File: src/rtl/arm7_alu.sv
// ============================================================================
// Module      : arm7_alu
// Description : ARM7TDMI execute-stage 32-bit ALU (add-with-carry / logic ops,
//               N/Z/C/V flags). Define ALU_OUT_REG_EN to register the outputs.
// Revision    : 1.0 - initial release
// ============================================================================
`default_nettype none

module arm7_alu (
    input  logic        CLK,
    input  logic        nRESET,
    input  logic [31:0] ADATAIN,
    input  logic [31:0] BDATAIN,
    input  logic        INVA,
    input  logic        INVB,
    input  logic        PASSA,
    input  logic        PASSB,
    input  logic        AND_OP,
    input  logic        ORR_OP,
    input  logic        EOR_OP,
    input  logic        CFLAGIN,
    input  logic        CFLAGUSE,
    output logic [31:0] DATAOUT,
    output logic        CFLAGOUT,
    output logic        VFLAGOUT,
    output logic        NFLAGOUT,
    output logic        ZFLAGOUT
);

    logic [31:0] w_opA;
    logic [31:0] w_opB;
    logic        w_cin;
    logic [32:0] w_sum;
    logic [31:0] w_result;
    logic        w_cFlag;
    logic        w_vFlag;
    logic        w_nFlag;
    logic        w_zFlag;

    assign w_opA = INVA ? ~ADATAIN : ADATAIN;
    assign w_opB = INVB ? ~BDATAIN : BDATAIN;
    // Inversion alone implies a two's-complement subtract, hence the +1.
    assign w_cin = CFLAGUSE ? CFLAGIN : (INVA | INVB);
    assign w_sum = {1'b0, w_opA} + {1'b0, w_opB} + {32'd0, w_cin};

    always_comb begin
        w_result = w_sum[31:0];
        w_cFlag  = w_sum[32];
        w_vFlag  = (w_opA[31] == w_opB[31]) && (w_sum[31] != w_opA[31]);
        if (PASSA) begin
            w_result = w_opA;
            w_cFlag  = CFLAGIN;
            w_vFlag  = 1'b0;
        end else if (PASSB) begin
            w_result = w_opB;
            w_cFlag  = CFLAGIN;
            w_vFlag  = 1'b0;
        end else if (AND_OP) begin
            w_result = w_opA & w_opB;
            w_cFlag  = CFLAGIN;
            w_vFlag  = 1'b0;
        end else if (ORR_OP) begin
            w_result = w_opA | w_opB;
            w_cFlag  = CFLAGIN;
            w_vFlag  = 1'b0;
        end else if (EOR_OP) begin
            w_result = w_opA ^ w_opB;
            w_cFlag  = CFLAGIN;
            w_vFlag  = 1'b0;
        end
    end

    assign w_nFlag = w_result[31];
    assign w_zFlag = (w_result == 32'h0);

`ifdef ALU_OUT_REG_EN
    logic [31:0] r_dataOut;
    logic        r_cFlag;
    logic        r_vFlag;
    logic        r_nFlag;
    logic        r_zFlag;

    always_ff @(posedge CLK or negedge nRESET) begin
        if (!nRESET) begin
            r_dataOut <= 32'h0;
            r_cFlag   <= 1'b0;
            r_vFlag   <= 1'b0;
            r_nFlag   <= 1'b0;
            r_zFlag   <= 1'b0;
        end else begin
            r_dataOut <= w_result;
            r_cFlag   <= w_cFlag;
            r_vFlag   <= w_vFlag;
            r_nFlag   <= w_nFlag;
            r_zFlag   <= w_zFlag;
        end
    end

    assign DATAOUT  = r_dataOut;
    assign CFLAGOUT = r_cFlag;
    assign VFLAGOUT = r_vFlag;
    assign NFLAGOUT = r_nFlag;
    assign ZFLAGOUT = r_zFlag;
`else
    // Clock and reset are kept as ports for a uniform footprint only.
    wire w_unused = &{1'b0, CLK, nRESET};

    assign DATAOUT  = w_result;
    assign CFLAGOUT = w_cFlag;
    assign VFLAGOUT = w_vFlag;
    assign NFLAGOUT = w_nFlag;
    assign ZFLAGOUT = w_zFlag;
`endif

endmodule

`default_nettype wire

File: config.mk
export PLATFORM = sky130hd
export DESIGN_NAME = arm7_alu
export DESIGN_NICKNAME = d
export VERILOG_FILES = /design/src/rtl/arm7_alu.sv
export SDC_FILE = /design/constraint.sdc
export NUM_CORES = 1
export LEC_CHECK = 0
export ABC_AREA = 1
export CORE_ASPECT_RATIO = 0.5
export CORE_MARGIN = 5
export CORE_UTILIZATION = 40
export DETAILED_ROUTE_END_ITERATION = 8
export PLACE_DENSITY_LB_ADDON = 0.1
export SYNTH_ARGS = -nofsm -noshare
export SYNTH_HDL_FRONTEND = slang
export SYNTH_SLANG_ARGS = --single-unit
File: constraint.sdc
create_clock -name vclk -period 9.4
set_input_delay 2.35 -clock vclk [all_inputs]
set_output_delay 2.35 -clock vclk [all_outputs]
set_load 0.1 [all_outputs]
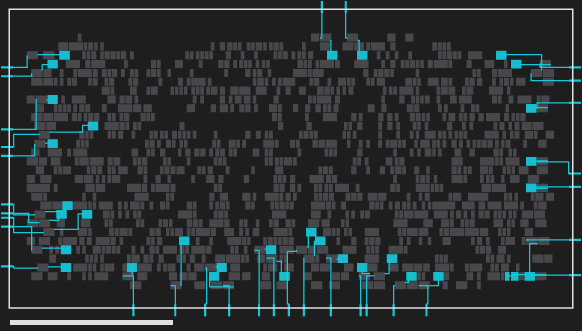
**Above:** I/O nets highlighted.
The bar under the picture is 50 um long.
| port | color | bits | direction | edge | end cells | buffers | wire |
|---|---|---|---|---|---|---|---|
| `ADATAIN` | cyan | 32 | input | 13 bottom, 10 left, 7 right, 2 top | 33 | 32 | 592 um |

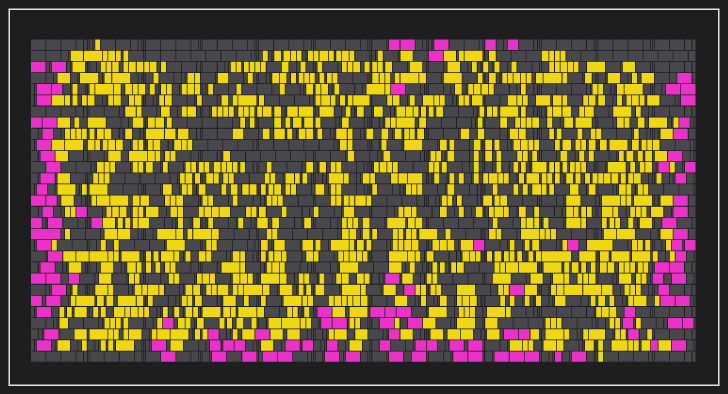
**Above:** cell classes on the final placement.
Fill, decap, tap and diode cells in gray.
| class | color | cells |
|---|---|---|
| combinational and other logic | yellow | 958 |
| other buffers and delay cells | magenta | 118 |

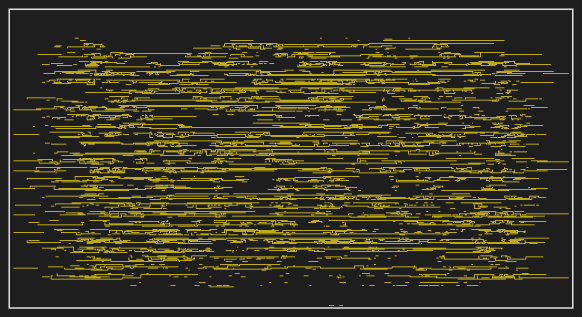
**Above:** signal wires on met1.
longest straight run: 53.4 um
wire length on this layer: 9220 um
share of all routed wire: 50%
nets with wire on the layer: 1092

layer usage:
metal / routed length [um] / vias up / track usage, % / part of all wire, %
met5: 0 / - / 0 / 0
met4: 227 / 0 / 3.53 / 1.2
met3: 1090 / 20 / 2.07 / 5.9
met2: 8000 / 200 / 37.3 / 43
met1: 9220 / 2757 / 32.0 / 50
li1: - / 3280 / - / -
logic make-up after synthesis:
family | count (synthesis) | synth area share, %
adders and majority gates | 65 | 15.5
buffers and inverters | 229 | 17.2
and+or+nand+nor | 493 | 41.1
xor gates and xnor gates | 60 | 9.91
AOI/OAI and AO/OA | 153 | 16.4
worst max-delay path, stage by stage:
cell and delay (ps):
sky130_fd_sc_hd__buf_2 790, sky130_fd_sc_hd__or2_2 240, sky130_fd_sc_hd__nand2_1 120, sky130_fd_sc_hd__fa_1 410, sky130_fd_sc_hd__inv_1 80, sky130_fd_sc_hd__ha_1 140, sky130_fd_sc_hd__inv_1 60, sky130_fd_sc_hd__nand2_4 90
sky130_fd_sc_hd__nand2_2 70, sky130_fd_sc_hd__nand2_4 100, sky130_fd_sc_hd__nand2_1 60, sky130_fd_sc_hd__nand2_1 80, sky130_fd_sc_hd__nand3_1 60, sky130_fd_sc_hd__nand2_1 80, sky130_fd_sc_hd__nand2_1 50, sky130_fd_sc_hd__a21oi_1 180
sky130_fd_sc_hd__nand3_1 120, sky130_fd_sc_hd__nor2_1 300, sky130_fd_sc_hd__nand4_1 120, sky130_fd_sc_hd__nor2_1 230, sky130_fd_sc_hd__nand4_1 160, sky130_fd_sc_hd__nor2_1 210, sky130_fd_sc_hd__buf_12 200
area by class of cell:
class,instances,area [um^2],share of cell area [%]
timing repair buffer,118,1070,16.8
inverter,187,702,11.0
antenna,1,2.50,0.0392
tap,170,213,3.33
multi-input combinational,771,4390,68.8
==> impl_metrics.csv <==
group,metric,value,unit
die,die-width,173,um
cells_and_area,num-nets-final,1218,
final_timing,fin_setup_tns,0,ps
yosys,synthDistinctLibCells,44,
final_timing,layout_worst_path_cycle_share,92.3,%
worst_hold_path,timing.hold.worst_endpoint,"CFLAGOUT",
routing,detailroute.via_count,6257,
flow_run,maxCapViolations,0,
placed_design,gp_routability_congestion,0.903,
power_and_ir_drop,seq_power_share,0,%
worst_hold_path,timing.hold.worst.class,"primary input to output pin",
yosys,synthesized_nets,1140,
final_timing,timing.final.crit_period,8680,ps
die,dieHeight,91.4,um
cells_and_area,dominant_logic_cell_types_in_the_final_layout,"sky130_fd_sc_hd__nand2_1, sky130_fd_sc_hd__inv_1, sky130_fd_sc_hd__a21oi_1",
power_and_ir_drop,powerSeq,0,W
grt,grt_overflow,0,
final_timing,maxSlewHeadroom,21.2,%
outcome,outcome,"finished, final reports clean",
placed_design,detailedPlace.worstSlack,764,ps
power_and_ir_drop,switch_pwr,0.000472,W
cells_and_area,fill_cells,1457,
final_timing,achievable-frequency,115,MHz
grt,grt_max_degree,41,
grt,grtUsageTotal,22.4,%
final_timing,setup_viol_count_final,0,
worst_setup_path,path_max_fanout,36,
power_and_ir_drop,ir_drop,0.0000857,V
routing,via_per_inst,5.02,
worst_setup_path,cp-end-kind,"output pin",
worst_setup_path,critical_path.startpoint_type,"primary input",
yosys,yosys_area,5310,um^2
worst_setup_path,setup.worst_path.start,"INVB",
die,chip_area,15800,um^2
yosys,postSynthCellCount,1000,
worst_hold_path,min_path_cells,4,
routing,antenna_violating_nets_post_route,0,
final_timing,final-max-slew-violation-count,0,
worst_setup_path,timing.critical_path.required,7050,ps
yosys,synth-warning-count,0,
routing,detailedRoute.firstIterationViolations,421,
cells_and_area,area_growth_syn_to_layout,20.3,%
power_and_ir_drop,leading_power_group,"combinational cells",
clocking,post_cts_resize_count,0,
routing,drc_errors,0,
power_and_ir_drop,standby_leakage_power,3.43,nW
power_and_ir_drop,clock_group_total_power,0.00000000000255,W
power_and_ir_drop,power_per_cell_area,107,nW/um^2
final_timing,setup_repair_after_global_routing_missed_its_margin,"no",
Power is estimated from default activity; no workload was simulated.
